===== src/rtl/ufm_dump_reader_pkg.sv =====
// Shared types and constants for the on-chip flash dump reader.
package ufm_dump_pkg;

    localparam int ADDR_W_DEF = 17;

    // Every flash access is a single-word read.
    localparam logic [1:0] BURST_ONE = 2'd1;

    typedef logic [1:0] byte_idx_t;

    typedef enum logic [2:0] {
        IDLE,
        REQ,
        WAIT,
        SEND,
        FIN
    } state_t;

endpackage


===== src/rtl/ufm_dump_reader_if.sv =====
// Flash data-port Avalon-MM read signals plus the outgoing byte stream.
// master: the dump reader. slave: flash IP together with the byte sink.
interface ufm_dump_reader_if
    import ufm_dump_pkg::*;
#(
    parameter int ADDR_W = ADDR_W_DEF
) ();

    logic [ADDR_W-1:0] avmm_data_addr;
    logic              avmm_data_read;
    logic [1:0]        avmm_data_burstcount;
    logic              avmm_data_waitrequest;
    logic              avmm_data_readdatavalid;
    logic [31:0]       avmm_data_readdata;

    logic [7:0]        out_data;
    logic              out_valid;
    logic              out_ready;

    modport master (
        output avmm_data_addr,
        output avmm_data_read,
        output avmm_data_burstcount,
        input  avmm_data_waitrequest,
        input  avmm_data_readdatavalid,
        input  avmm_data_readdata,
        output out_data,
        output out_valid,
        input  out_ready
    );

    modport slave (
        input  avmm_data_addr,
        input  avmm_data_read,
        input  avmm_data_burstcount,
        output avmm_data_waitrequest,
        output avmm_data_readdatavalid,
        output avmm_data_readdata,
        input  out_data,
        input  out_valid,
        output out_ready
    );

endinterface


===== src/rtl/ufm_dump_reader_serializer.sv =====
// Splits one 32-bit word into four bytes, LSB first, on a valid/ready stream.
// last_sent pulses in the cycle the fourth byte is accepted.
module ufm_word_serializer
    import ufm_dump_pkg::*;
(
    input  logic        clock,
    input  logic        reset,
    input  logic        load,
    input  logic [31:0] word,
    output logic [7:0]  out_data,
    output logic        out_valid,
    input  logic        out_ready,
    output logic        last_sent
);

    logic [31:0] word_q;
    byte_idx_t   idx;
    logic        fire;

    assign fire      = out_valid & out_ready;
    assign last_sent = fire && (idx == 2'd3);

    // Byte select comes straight from registers, so it cannot change while stalled.
    assign out_data  = word_q[{idx, 3'b000} +: 8];

    // Word holding register, refreshed on each load.
    always_ff @(posedge clock) begin
        if (reset) begin
            word_q <= '0;
        end else if (load) begin
            word_q <= word;
        end
    end

    // Byte index and valid flag; advance only on an accepted byte.
    always_ff @(posedge clock) begin
        if (reset) begin
            idx       <= '0;
            out_valid <= 1'b0;
        end else if (load) begin
            idx       <= '0;
            out_valid <= 1'b1;
        end else if (fire) begin
            if (idx == 2'd3) begin
                out_valid <= 1'b0;
            end else begin
                idx <= idx + 2'd1;
            end
        end
    end

endmodule


===== src/rtl/ufm_dump_reader.sv =====
// Sequential flash dump master: reads start_addr..end_addr one word at a
// time and streams each word out as four bytes.
module ufm_dump_reader
    import ufm_dump_pkg::*;
#(
    parameter int ADDR_W      = ADDR_W_DEF,
    parameter int TIMEOUT_CYC = 1024
) (
    input  logic              clock,
    input  logic              reset,
    input  logic              start,
    input  logic [ADDR_W-1:0] start_addr,
    input  logic [ADDR_W-1:0] end_addr,
    output logic              busy,
    output logic              done,
    output logic              err,
    ufm_dump_reader_if.master bus
);

    localparam int              TO_W    = (TIMEOUT_CYC > 1) ? $clog2(TIMEOUT_CYC) : 1;
    localparam logic [TO_W-1:0] TO_LAST = TO_W'(TIMEOUT_CYC - 1);

    state_t            state;
    state_t            state_nx;
    logic [ADDR_W-1:0] cur;
    logic [ADDR_W-1:0] end_q;
    logic [TO_W-1:0]   to_cnt;
    logic              start_ok;
    logic              start_bad;
    logic              word_load;
    logic              timeout;
    logic              last_sent;
    logic              advance;

    // Next-state logic and single-cycle strobes.
    always_comb begin
        state_nx  = state;
        start_ok  = 1'b0;
        start_bad = 1'b0;
        word_load = 1'b0;
        timeout   = 1'b0;
        unique case (state)
            IDLE: begin
                if (start) begin
                    if (end_addr < start_addr) begin
                        start_bad = 1'b1;
                    end else begin
                        start_ok = 1'b1;
                        state_nx = REQ;
                    end
                end
            end
            REQ: begin
                if (!bus.avmm_data_waitrequest) begin
                    state_nx = WAIT;
                end
            end
            WAIT: begin
                if (bus.avmm_data_readdatavalid) begin
                    word_load = 1'b1;
                    state_nx  = SEND;
                end else if (to_cnt == TO_LAST) begin
                    timeout  = 1'b1;
                    state_nx = FIN;
                end
            end
            SEND: begin
                if (last_sent) begin
                    state_nx = (cur == end_q) ? FIN : REQ;
                end
            end
            FIN: begin
                state_nx = IDLE;
            end
            default: begin
                state_nx = IDLE;
            end
        endcase
    end

    // State register.
    always_ff @(posedge clock) begin
        if (reset) begin
            state <= IDLE;
        end else begin
            state <= state_nx;
        end
    end

    // Equality with end_q stops the walk, so end_addr at the top of the map never wraps.
    assign advance = (state == SEND) && last_sent && (cur != end_q);

    // Current and last word address, latched on an accepted start.
    always_ff @(posedge clock) begin
        if (reset) begin
            cur   <= '0;
            end_q <= '0;
        end else if (start_ok) begin
            cur   <= start_addr;
            end_q <= end_addr;
        end else if (advance) begin
            cur <= cur + 1'b1;
        end
    end

    // Read-latency timer: counts WAIT cycles from zero, cleared elsewhere.
    always_ff @(posedge clock) begin
        if (reset || (state != WAIT)) begin
            to_cnt <= '0;
        end else begin
            to_cnt <= to_cnt + 1'b1;
        end
    end

    // Done pulse and sticky error flag.
    always_ff @(posedge clock) begin
        if (reset) begin
            done <= 1'b0;
            err  <= 1'b0;
        end else begin
            done <= start_bad || (state_nx == FIN);
            if (start_bad || timeout) begin
                err <= 1'b1;
            end else if (start_ok) begin
                err <= 1'b0;
            end
        end
    end

    assign busy                     = (state != IDLE);
    assign bus.avmm_data_read       = (state == REQ);
    assign bus.avmm_data_addr       = cur;
    assign bus.avmm_data_burstcount = BURST_ONE;

    ufm_word_serializer u_ser (
        .clock     (clock),
        .reset     (reset),
        .load      (word_load),
        .word      (bus.avmm_data_readdata),
        .out_data  (bus.out_data),
        .out_valid (bus.out_valid),
        .out_ready (bus.out_ready),
        .last_sent (last_sent)
    );

endmodule


===== src/flat_wrapper.sv =====
// flat-port wrapper written by rule: the top's interface ports become plain ports
module ufm_dump_reader_flat import ufm_dump_pkg::*;
#(
    parameter int ADDR_W      = ADDR_W_DEF,
    parameter int TIMEOUT_CYC = 1024
)
  (clock, reset, start, start_addr, end_addr, busy, done, err, bus_avmm_data_addr, bus_avmm_data_read, bus_avmm_data_burstcount, bus_avmm_data_waitrequest, bus_avmm_data_readdatavalid, bus_avmm_data_readdata, bus_out_data, bus_out_valid, bus_out_ready);
  ufm_dump_reader_if #(.ADDR_W(ADDR_W)) bus_i ();
  input  logic clock;
  input  logic reset;
  input  logic start;
  input  logic [ADDR_W-1:0] start_addr;
  input  logic [ADDR_W-1:0] end_addr;
  output logic busy;
  output logic done;
  output logic err;
  output wire logic [$bits(bus_i.avmm_data_addr)-1:0] bus_avmm_data_addr;
  output wire logic [$bits(bus_i.avmm_data_read)-1:0] bus_avmm_data_read;
  output wire logic [$bits(bus_i.avmm_data_burstcount)-1:0] bus_avmm_data_burstcount;
  input wire logic [$bits(bus_i.avmm_data_waitrequest)-1:0] bus_avmm_data_waitrequest;
  input wire logic [$bits(bus_i.avmm_data_readdatavalid)-1:0] bus_avmm_data_readdatavalid;
  input wire logic [$bits(bus_i.avmm_data_readdata)-1:0] bus_avmm_data_readdata;
  output wire logic [$bits(bus_i.out_data)-1:0] bus_out_data;
  output wire logic [$bits(bus_i.out_valid)-1:0] bus_out_valid;
  input wire logic [$bits(bus_i.out_ready)-1:0] bus_out_ready;
  assign bus_avmm_data_addr = bus_i.avmm_data_addr;
  assign bus_avmm_data_read = bus_i.avmm_data_read;
  assign bus_avmm_data_burstcount = bus_i.avmm_data_burstcount;
  assign bus_i.avmm_data_waitrequest = bus_avmm_data_waitrequest;
  assign bus_i.avmm_data_readdatavalid = bus_avmm_data_readdatavalid;
  assign bus_i.avmm_data_readdata = bus_avmm_data_readdata;
  assign bus_out_data = bus_i.out_data;
  assign bus_out_valid = bus_i.out_valid;
  assign bus_i.out_ready = bus_out_ready;
  ufm_dump_reader #(.ADDR_W(ADDR_W), .TIMEOUT_CYC(TIMEOUT_CYC)) u_core (.clock(clock), .reset(reset), .start(start), .start_addr(start_addr), .end_addr(end_addr), .busy(busy), .done(done), .err(err), .bus(bus_i));
endmodule

===== config.mk =====
export PLATFORM = sky130hd
export DESIGN_NAME = ufm_dump_reader_flat
export DESIGN_NICKNAME = d
export VERILOG_FILES = /design/src/rtl/ufm_dump_reader_pkg.sv /design/src/rtl/ufm_dump_reader_if.sv /design/src/rtl/ufm_dump_reader_serializer.sv /design/src/rtl/ufm_dump_reader.sv /design/src/flat_wrapper.sv
export SDC_FILE = /design/constraint.sdc
export NUM_CORES = 1
export LEC_CHECK = 0
export CAP_MARGIN = 10
export CELL_PAD_IN_SITES_DETAIL_PLACEMENT = 1
export CELL_PAD_IN_SITES_GLOBAL_PLACEMENT = 2
export CORE_MARGIN = 2
export CORE_UTILIZATION = 31
export DETAILED_ROUTE_END_ITERATION = 6
export GPL_TIMING_DRIVEN = 0
export PLACE_DENSITY_LB_ADDON = 0.1
export SLEW_MARGIN = 40
export SYNTH_ARGS = -nofsm -noshare
export SYNTH_HDL_FRONTEND = slang
export SYNTH_HIERARCHICAL = 1
export SYNTH_SLANG_ARGS = --single-unit

===== constraint.sdc =====
create_clock -name clock -period 2.78 [get_ports clock]
set_clock_uncertainty 0.05 [all_clocks]
set_input_delay 0.278 -clock clock [delete_from_list [all_inputs] [get_ports clock]]
set_output_delay 0.278 -clock clock [all_outputs]
set_load 0.01 [all_outputs]

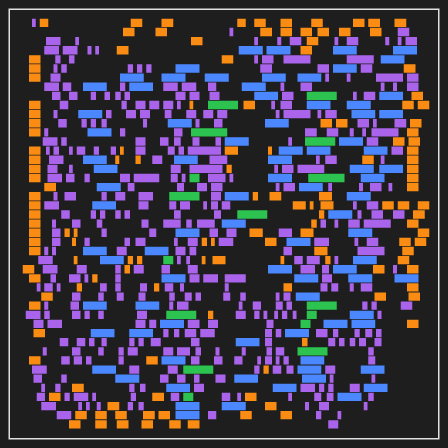
*Cells colored by class, run 1*
all other logic: drawn in purple, cells 386. clock drivers and dummy loads: drawn in green, cells 16. flip-flops: drawn in blue, cells 84. other buffers and delay cells: drawn in orange, cells 140.
design area: 0.00632 mm2
Seq/total area: 0.266
Core Box Area: 0.0151 mm2

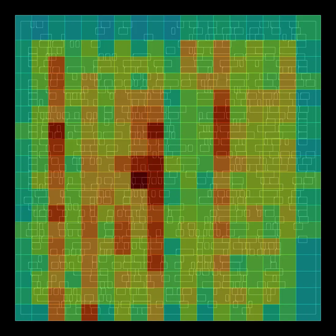
*Routing congestion map, run 1*
grt met3 use: 0.0281
Top Usage Layer GRT: met2
overall fraction of global-route tracks in use: 0.181

==> notes.md, run 1 <==
Summary of implementation figures.

STA
Max-slew check failures listed in the final report amount to 0. The achievable clock frequency is approximately 380 MHz. Setup slack on the critical path of the routed design comes to between 0.1 and 0.15 ns. Endpoints failing hold in the final report were tallied at 0. In the finished design, the share of the clock period the worst path needs comes to 0.956. The final critical path time including I/O delays and setup is roughly 2.7 ns. Hold is met by 0.419 ns.

GRT
The pin count of the biggest net entering global routing is 17. The met2 demand-to-capacity share in global routing is 0.308. The via count of the first global-routing pass is between 4000 and 5000.

Cells and area
The register with the most flip-flops in the layout has 32 of them. The final layout net count is between 700 and 800. Once layout is complete, the cells apart from fillers number around 810.

The register name with the most flops is u_core/u_ser/word_q. The total of fill cells in the finished design is 1755. The ratio of cells with drive above 1 in the final layout is 0.128. Non-clock inverters in the final layout number 21. The plain and repair buffers instantiated in the layout total ~140. The post-route core utilization is 0.419. The multi-input combinational cells in the finished layout cover a total of between 0.002 and 0.003 mm2.

The portion of the layout cell area used by clock cells is 0.0521. Ranked by total area, the top cell class in this layout is combinational gates.

Yosys
The synthesis-stage register bit count is ~84. The post-synthesis area per instance is 9.30 um2. The instance count of the mapped netlist is 509. The biggest area consumer among synthesized cells is sky130_fd_sc_hd__dfxtp_1. The fraction of synthesized cell area taken by the top area cell type is 0.355.

The number of distinct library cell variants in the gate-level netlist after synthesis is between 60 and 70. The sequential share of the synthesized area is 0.355. For this run, asynchronously set or reset flops after synthesis account for 0.

The total standard cell area after synthesis is approximately 0.0047 mm2.

Power and ir drop
The combinational power share is 0.199. The power share of the sequential group is 0.399. The internal power of the cells is between 0.002 and 0.0025 W. The worst VDD IR drop from the latest analysis is between 0.2 and 0.3 mV. The total power divided by cell area is ~530 mW/mm2.

Die
The cell row count is between 40 and 50. The die width is about 130 um. The share of the core filled by cells before placement is 0.314.

Routing
The routed via count divided by cell count is just over 5. The met2 layer wire length in the routed design is 6840 um. For this block, the initial DRC count from the detailed router was 204. Detailed routing placed a total of roughly 590 um of wire on met3.

The first detailed-routing pass took 4 iterations. The highest metal layer with signal wires is met4. The residual DRC count is 0. Wires add up to approximately 14000 um.

Job
The tally of max-capacitance violations is 0. The tool warning count is 26.

CTS
At the later pin of the worst-skew pair, clock insertion delay measures 0.34 ns. The number of hold-repair buffers added at the cts stage is 0. The tree is rooted in a sky130_fd_sc_hd__clkbuf_16. The total clock sinks is 84. Counting along the longest clock path gives a buffer depth of 2. The TritonCTS buffer count is 9.

Place
The placed cell area is between 0.005 and 0.006 mm2. The detailed placer reported the number of placed instances as 798. The count of buffers added on input and output ports is around 100. The global placement routability congestion is slightly below 0.8.

Critical path
The critical path in this run is classified as in2reg. Data arrives at the worst endpoint at 2.88 ns. Along the worst path, the maximum fanout reaches 10. STA classifies the critical path endpoint as a flop. The OpenROAD report gives the critical path a required time of 3.00 ns. The critical path's slowest cell is sky130_fd_sc_hd__clkdlybuf4s50_1. In this design, the stage delay of the slowest critical-path cell is 0.50 ns.

Worst hold path
The kind of path behind the tightest hold check is reg2reg.

Run status
The flow ran to the end, and the final reports show no timing, DRC or antenna violations.
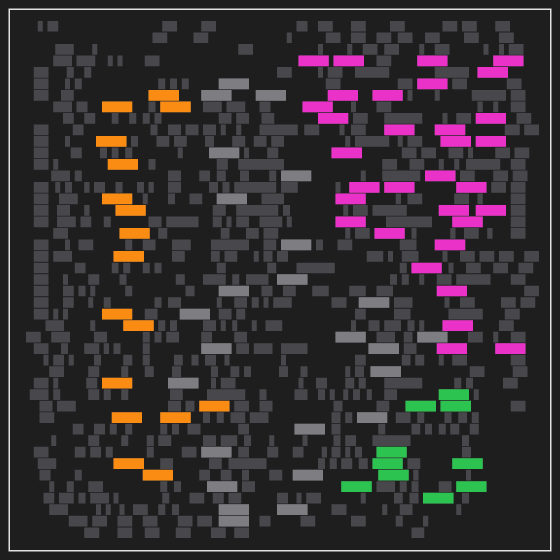
*Sequential cells grouped by signal name, run 1*
Other sequential cells in the stronger gray, the rest of the logic in the fainter gray.
u_core/u_ser/word_q: drawn in magenta, sequential cells 32. u_core/end_q: drawn in orange, sequential cells 17. u_core/to_cnt: drawn in green, sequential cells 10, where lower right.
Another 25 sequential cells are not colored.

## run 1: Yosys cell counts, types with 3 or more instances
cell type                  instances
sky130_fd_sc_hd__nand3_1          28
sky130_fd_sc_hd__mux4_2            8
sky130_fd_sc_hd__ha_1             19
sky130_fd_sc_hd__mux2i_1          33
sky130_fd_sc_hd__buf_4             3
sky130_fd_sc_hd__xor2_1            5
sky130_fd_sc_hd__and3_1            8
sky130_fd_sc_hd__buf_6             8
sky130_fd_sc_hd__nor2_1           49
sky130_fd_sc_hd__nor3b_1           3
sky130_fd_sc_hd__or3_1             5
sky130_fd_sc_hd__a211oi_1         12
sky130_fd_sc_hd__nand4b_1          3
sky130_fd_sc_hd__o211ai_1         24
sky130_fd_sc_hd__o21ai_0           9
sky130_fd_sc_hd__a31oi_1           5
sky130_fd_sc_hd__clkbuf_1         12
sky130_fd_sc_hd__nand2b_1          3
sky130_fd_sc_hd__buf_2            15
sky130_fd_sc_hd__and4_1            6
sky130_fd_sc_hd__a21oi_1          41
sky130_fd_sc_hd__inv_1            20
sky130_fd_sc_hd__a211o_1           3
sky130_fd_sc_hd__a211oi_2          4
sky130_fd_sc_hd__dfxtp_1          84
sky130_fd_sc_hd__nand2_1          16
sky130_fd_sc_hd__nor3_1            5
sky130_fd_sc_hd__nand4_1          12
sky130_fd_sc_hd__xnor2_1          26
## run 1: cells in the final DEF (no fill, tap or decap), drive strengths merged, types with 6 or more instances in the layout
cell / synthesis / final
mux2i: 33 / 33
inv: 20 / 24
and3: 9 / 9
ha: 19 / 19
mux4: 8 / 8
o211ai: 24 / 24
buf: 27 / 28
and4: 7 / 7
a21oi: 42 / 42
nor2: 49 / 49
nand4: 13 / 13
a211oi: 16 / 16
nand2: 16 / 16
nand3: 30 / 30
o21ai: 13 / 13
dfxtp: 84 / 84
xnor2: 26 / 26
clkbuf: 12 / 20
clkdlybuf4s50: 0 / 101
nor3: 6 / 6
## run 1: power by group through the flow
stage | clock network (W) | logic (W) | registers (W)
finish | 0.00133 | 0.000659 | 0.00132
global placement | 0 | 0.000654 | 0.00135
detailed placement | 0 | 0.000661 | 0.00135
CTS | 0.00137 | 0.000665 | 0.00132
global route | 0.00142 | 0.000717 | 0.00133
floorplan | 0 | 0.000363 | 0.00134
## run 1: timing repair
action,CTS,global route
endpoints found under the setup margin,0,7
gates resized,0,6
endpoints found under the hold margin,0,0
## run 1: worst paths after layout
path                                              startpoint                            end  depth (start not counted)
worst max register to register  u_core/bus.avmm_data_addr[3]  u_core/bus.avmm_data_addr[16]                          7
worst min register to register              u_core/to_cnt[0]               u_core/to_cnt[0]                          1
worst min-delay path                        u_core/to_cnt[0]               u_core/to_cnt[0]                          1
worst max-delay path                          start_addr[12]               u_core/end_q[11]                         10
## run 1: cell families (layout without fill, tap and decap cells)
group	Yosys count	after routing	share of synthesized area
adder cells (fa/ha/maj)	19	19	0.0502
multiplexers	43	43	0.113
AND-OR/OR-AND	116	116	0.177
flip-flops	84	84	0.355
other	2	2	0.00159
buffers and inverters	60	177	0.0666
AND/OR/NAND/NOR	154	154	0.180
XOR/XNOR	31	31	0.0573
==> inputs of run 2 (changes only) <==
--- a/config.mk
+++ b/config.mk
@@ -13,6 +13,7 @@
 export DETAILED_ROUTE_END_ITERATION = 6
 export GPL_TIMING_DRIVEN = 0
 export PLACE_DENSITY_LB_ADDON = 0.1
+export SKIP_CTS_REPAIR_TIMING = 1
 export SLEW_MARGIN = 40
 export SYNTH_ARGS = -nofsm -noshare
 export SYNTH_HDL_FRONTEND = slang
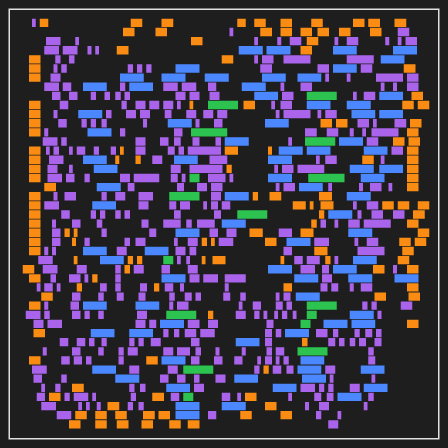
*Cells colored by class, run 2*
clock drivers and dummy loads: drawn in green, cells 16. other buffers and delay cells: drawn in orange, cells 140. flip-flops: drawn in blue, cells 84. all other logic: drawn in purple, cells 386.
number of standard-cell rows in the floorplan: 45
core occupancy in the finished layout: 0.419

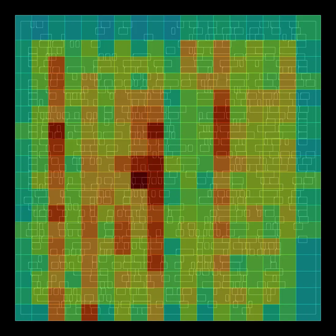
*Routing congestion map, run 2*
GR met2 Demand/Resource: 0.308
per-cell routed wire length: 17.8 um
fraction of met1 tracks used by global routing: 0.226

==> run 2 against run 1 <==
Net effect: combinational power barely moved; clock-buffer cell count did not move; routed wire length did not move; area after synthesis did not move; critical path depth did not move; sequential share of layout area did not move; sequential power barely moved; total power did not move; synthesized cell count did not move; non-clock buffer count did not move; first-iteration DRC count did not move; die size did not move; critical endpoint unchanged; largest cell class unchanged; largest power group unchanged; highest routed layer unchanged.
==> notes.md, run 2 <==
Summary of implementation figures.

CTS
The clock latency of the later-clocked register in the worst-skew pair was 0.34 ns (about the same). The H-tree was split into 3 levels. The TritonCTS buffer count was 9 (unchanged). The total clock sinks came to 84 (unchanged). On the worst setup and hold paths after CTS, the clock-pin slew comes to approximately 0.06 ns. The root buffer cell is sky130_fd_sc_hd__clkbuf_16. The maximum count of clock buffers along a single path came to 2 (unchanged).

Critical path
The reg-to-reg critical path startpoint is u_core/bus.avmm_data_addr[3]. For reference, the critical path is launched at start_addr[12]. The required time of the worst setup path is 3.00 ns (about the same).

The worst setup path is captured at a flop. The critical path is of the in2reg type. The worst setup path is launched from an input pin. The maximum fanout count along the critical path is 10 (unchanged). The data arrival time of the critical path is 2.88 ns (about the same).

Yosys
The synthesis-stage register bit count is 84 (unchanged). The multiplexer area fraction after synthesis is 0.113 (unchanged). The number of nets handed over by synthesis was 600. The proportion of register bits with asynchronous set or reset after synthesis is 0 (unchanged). The fraction of synthesized cell area taken by the top area cell type is 0.355 (unchanged). The instance count of the mapped netlist is 509 (unchanged). The adder and majority cell fraction of the synthesized area was 0.0502 (unchanged). The commonest cells after synthesis are sky130_fd_sc_hd__dfxtp_1 (84), sky130_fd_sc_hd__nor2_1 (49), sky130_fd_sc_hd__a21oi_1 (41).

The number of distinct library cell variants in the gate-level netlist after synthesis is 62 (unchanged). The xor and xnor area share after synthesis came to 0.0573 (unchanged). Looking at area per cell type in the netlist, the leader is sky130_fd_sc_hd__dfxtp_1. The most common cell in the synthesized netlist is sky130_fd_sc_hd__dfxtp_1. The basic-gate share of the synthesized area counting and, or, nand and nor cells was 0.180 (unchanged).

The main combinational cell family by area after synthesis is simple AND/OR/NAND/NOR gates. The area fraction in compound gates after synthesis came to 0.177 (unchanged). The total standard cell area after synthesis was 0.00474 mm2 (unchanged). For this design, Yosys synthesis ends with a cell count of just over 500.

The sequential share of the synthesized area is 0.355 (unchanged). The post-synthesis area per instance is 9.30 um2 (unchanged).

STA
The final critical path time including I/O delays and setup is 2.66 ns (unchanged). For this run, the final setup violation count is recorded as 0. The achievable clock frequency is 376 MHz (unchanged). The final-report max-slew violation count was 0 (unchanged). Summed over all failing endpoints, the final setup total negative slack is 0 ns.

The number of failing hold endpoints at the final stage is 0 (unchanged). The final critical-path share of the clock period is 0.956 (unchanged). Setup repair after global routing left no endpoint under its margin. The minimum hold slack is 0.419 ns (unchanged).

Cells and area
The combinational gate area is 0.00274 mm2 (unchanged). The total of fill cells in the finished design came to 1755 (unchanged). The most common logic cells in the final layout are sky130_fd_sc_hd__clkdlybuf4s50_1 (101), sky130_fd_sc_hd__dfxtp_1 (84), sky130_fd_sc_hd__nor2_1 (49). The final layout net count is 712 (unchanged).

The register name with the most flops is u_core/u_ser/word_q. The tally of non-filler cells in the final layout is 814 (unchanged). The layout report lists the combined flip-flop and latch area as 0.00168 mm2.

Between the synthesized netlist and the finished layout, the area growth was recorded as 33.4%. The dominant logic cell type in the layout is sky130_fd_sc_hd__clkdlybuf4s50_1. The number of flip-flops under the largest register name was 32 (unchanged). The ratio of cells with drive above 1 in the final layout is 0.128 (unchanged).

Power and ir drop
The highest ir drop seen on vdd is 0.291 mV (unchanged). The total power divided by cell area is 525 mW/mm2 (unchanged). The static leakage power is roughly 2.2 nW.

Die
The share of the core filled by cells before placement is 0.314 (unchanged). The area of the die is roughly 0.016 mm2. The total core area is 0.0151 mm2 (unchanged). The die width was 128 um (unchanged).

Routing
The via total after detailed routing is ~4200. The routed via count divided by cell count is 5.16 (unchanged). The first-iteration detailed-routing DRC count came to 204 (unchanged). The total wire length after detailed routing is 14500 um (unchanged).

The residual DRC count is 0 (unchanged). Per the post-route antenna check, the number of violating nets is 0. The length of the first detailed-routing pass in iterations was 4 (unchanged).

GRT
The all-layer global routing usage was 0.181 (unchanged). The pin count of the biggest net entering global routing was 17 (unchanged). The sum of overflow across all layers after global routing is 0. The via count of the first global-routing pass was 4365 (unchanged). The number of antenna violations at the first check in global routing is 0.

Place
The HPWL after detailed placement is about 11000 um. The count of placed standard cells including taps is 798 (unchanged). The total of buffers placed on input and output ports was 101 (unchanged). The global placement routability congestion is 0.786 (unchanged).

Run status
The flow ran to the end, and the final reports show no timing, DRC or antenna violations.

Worst hold path
Checking hold timing, the worst path is listed with class reg2reg. The origin of the worst min-delay path is u_core/to_cnt[0].

Job
The tool warning count is 26 (unchanged). The tally of max-capacitance violations is 0 (unchanged).
[run 2: final cells by class]
| cell class | count | area share |
|---|---|---|
| multi-input combinational | 365 | 0.434 |
| sequential | 84 | 0.266 |
| timing repair buffer | 101 | 0.160 |
| buffer | 39 | 0.0378 |
| tap | 188 | 0.0372 |
| clock buffer | 9 | 0.0357 |
| clock inverter | 7 | 0.0164 |
| inverter | 21 | 0.0125 |
[run 2: per-layer routing]
metal  vias up  part of all wire  GRT usage
met1      1996              0.46      0.226
met4         0             0.023     0.0789
li1       2084                 -          -
met3        24             0.041     0.0281
met5         -                 0          0
met2        99              0.47      0.308
[run 2: worst max-delay path, stage by stage]
cell	delay, ns
sky130_fd_sc_hd__clkdlybuf4s50_1	0.50
sky130_fd_sc_hd__inv_1	0.05
sky130_fd_sc_hd__ha_1	0.31
sky130_fd_sc_hd__nand2_1	0.05
sky130_fd_sc_hd__o21ai_0	0.29
sky130_fd_sc_hd__a221o_1	0.31
sky130_fd_sc_hd__clkbuf_1	0.35
sky130_fd_sc_hd__clkbuf_1	0.39
sky130_fd_sc_hd__o211ai_1	0.18
sky130_fd_sc_hd__a21oi_1	0.15
[run 2: cell families (layout without fill, tap and decap cells)]
logic type	after synthesis	after routing
adder cells (fa/ha/maj)	19	19
AND/OR/NAND/NOR	154	154
AND-OR/OR-AND	116	116
multiplexers	43	43
other	2	2
buffers and inverters	60	177
flip-flops	84	84
XOR/XNOR	31	31
[run 2: power breakdown]
part           switching (W)  total, W  internal, W  leakage [nW]
clock network       0.000533   0.00133     0.000802         0.161
registers          0.0000618   0.00132      0.00126         0.682
logic               0.000340  0.000659     0.000319          1.36
total               0.000935   0.00332      0.00238          2.20
[run 2: final timing paths]
path / endpoint / slack [ns] / cells past startpoint
max: u_core/end_q[11] / 0.12 / 10
min: u_core/to_cnt[0] / 0.42 / 1
max reg2reg: u_core/bus.avmm_data_addr[16] / 0.56 / 7
min reg2reg: u_core/to_cnt[0] / 0.42 / 1
[run 2: through the flow]
stage | instance area [um2] | util | power (W) | setup slack, ns
finish | 6320 | 0.419 | 0.00332 | 0.123
global route | 6320 | 0.419 | 0.00347 | 0.00448
CTS | 6310 | 0.418 | 0.00336 | 0.0887
detailed placement | 5980 | 0.396 | 0.00201 | -0.255
global placement | 5980 | 0.396 | 0.00200 | -0.201
floorplan | 4740 | - | 0.00171 | 0.756
Power and IR drop assume default switching activity.
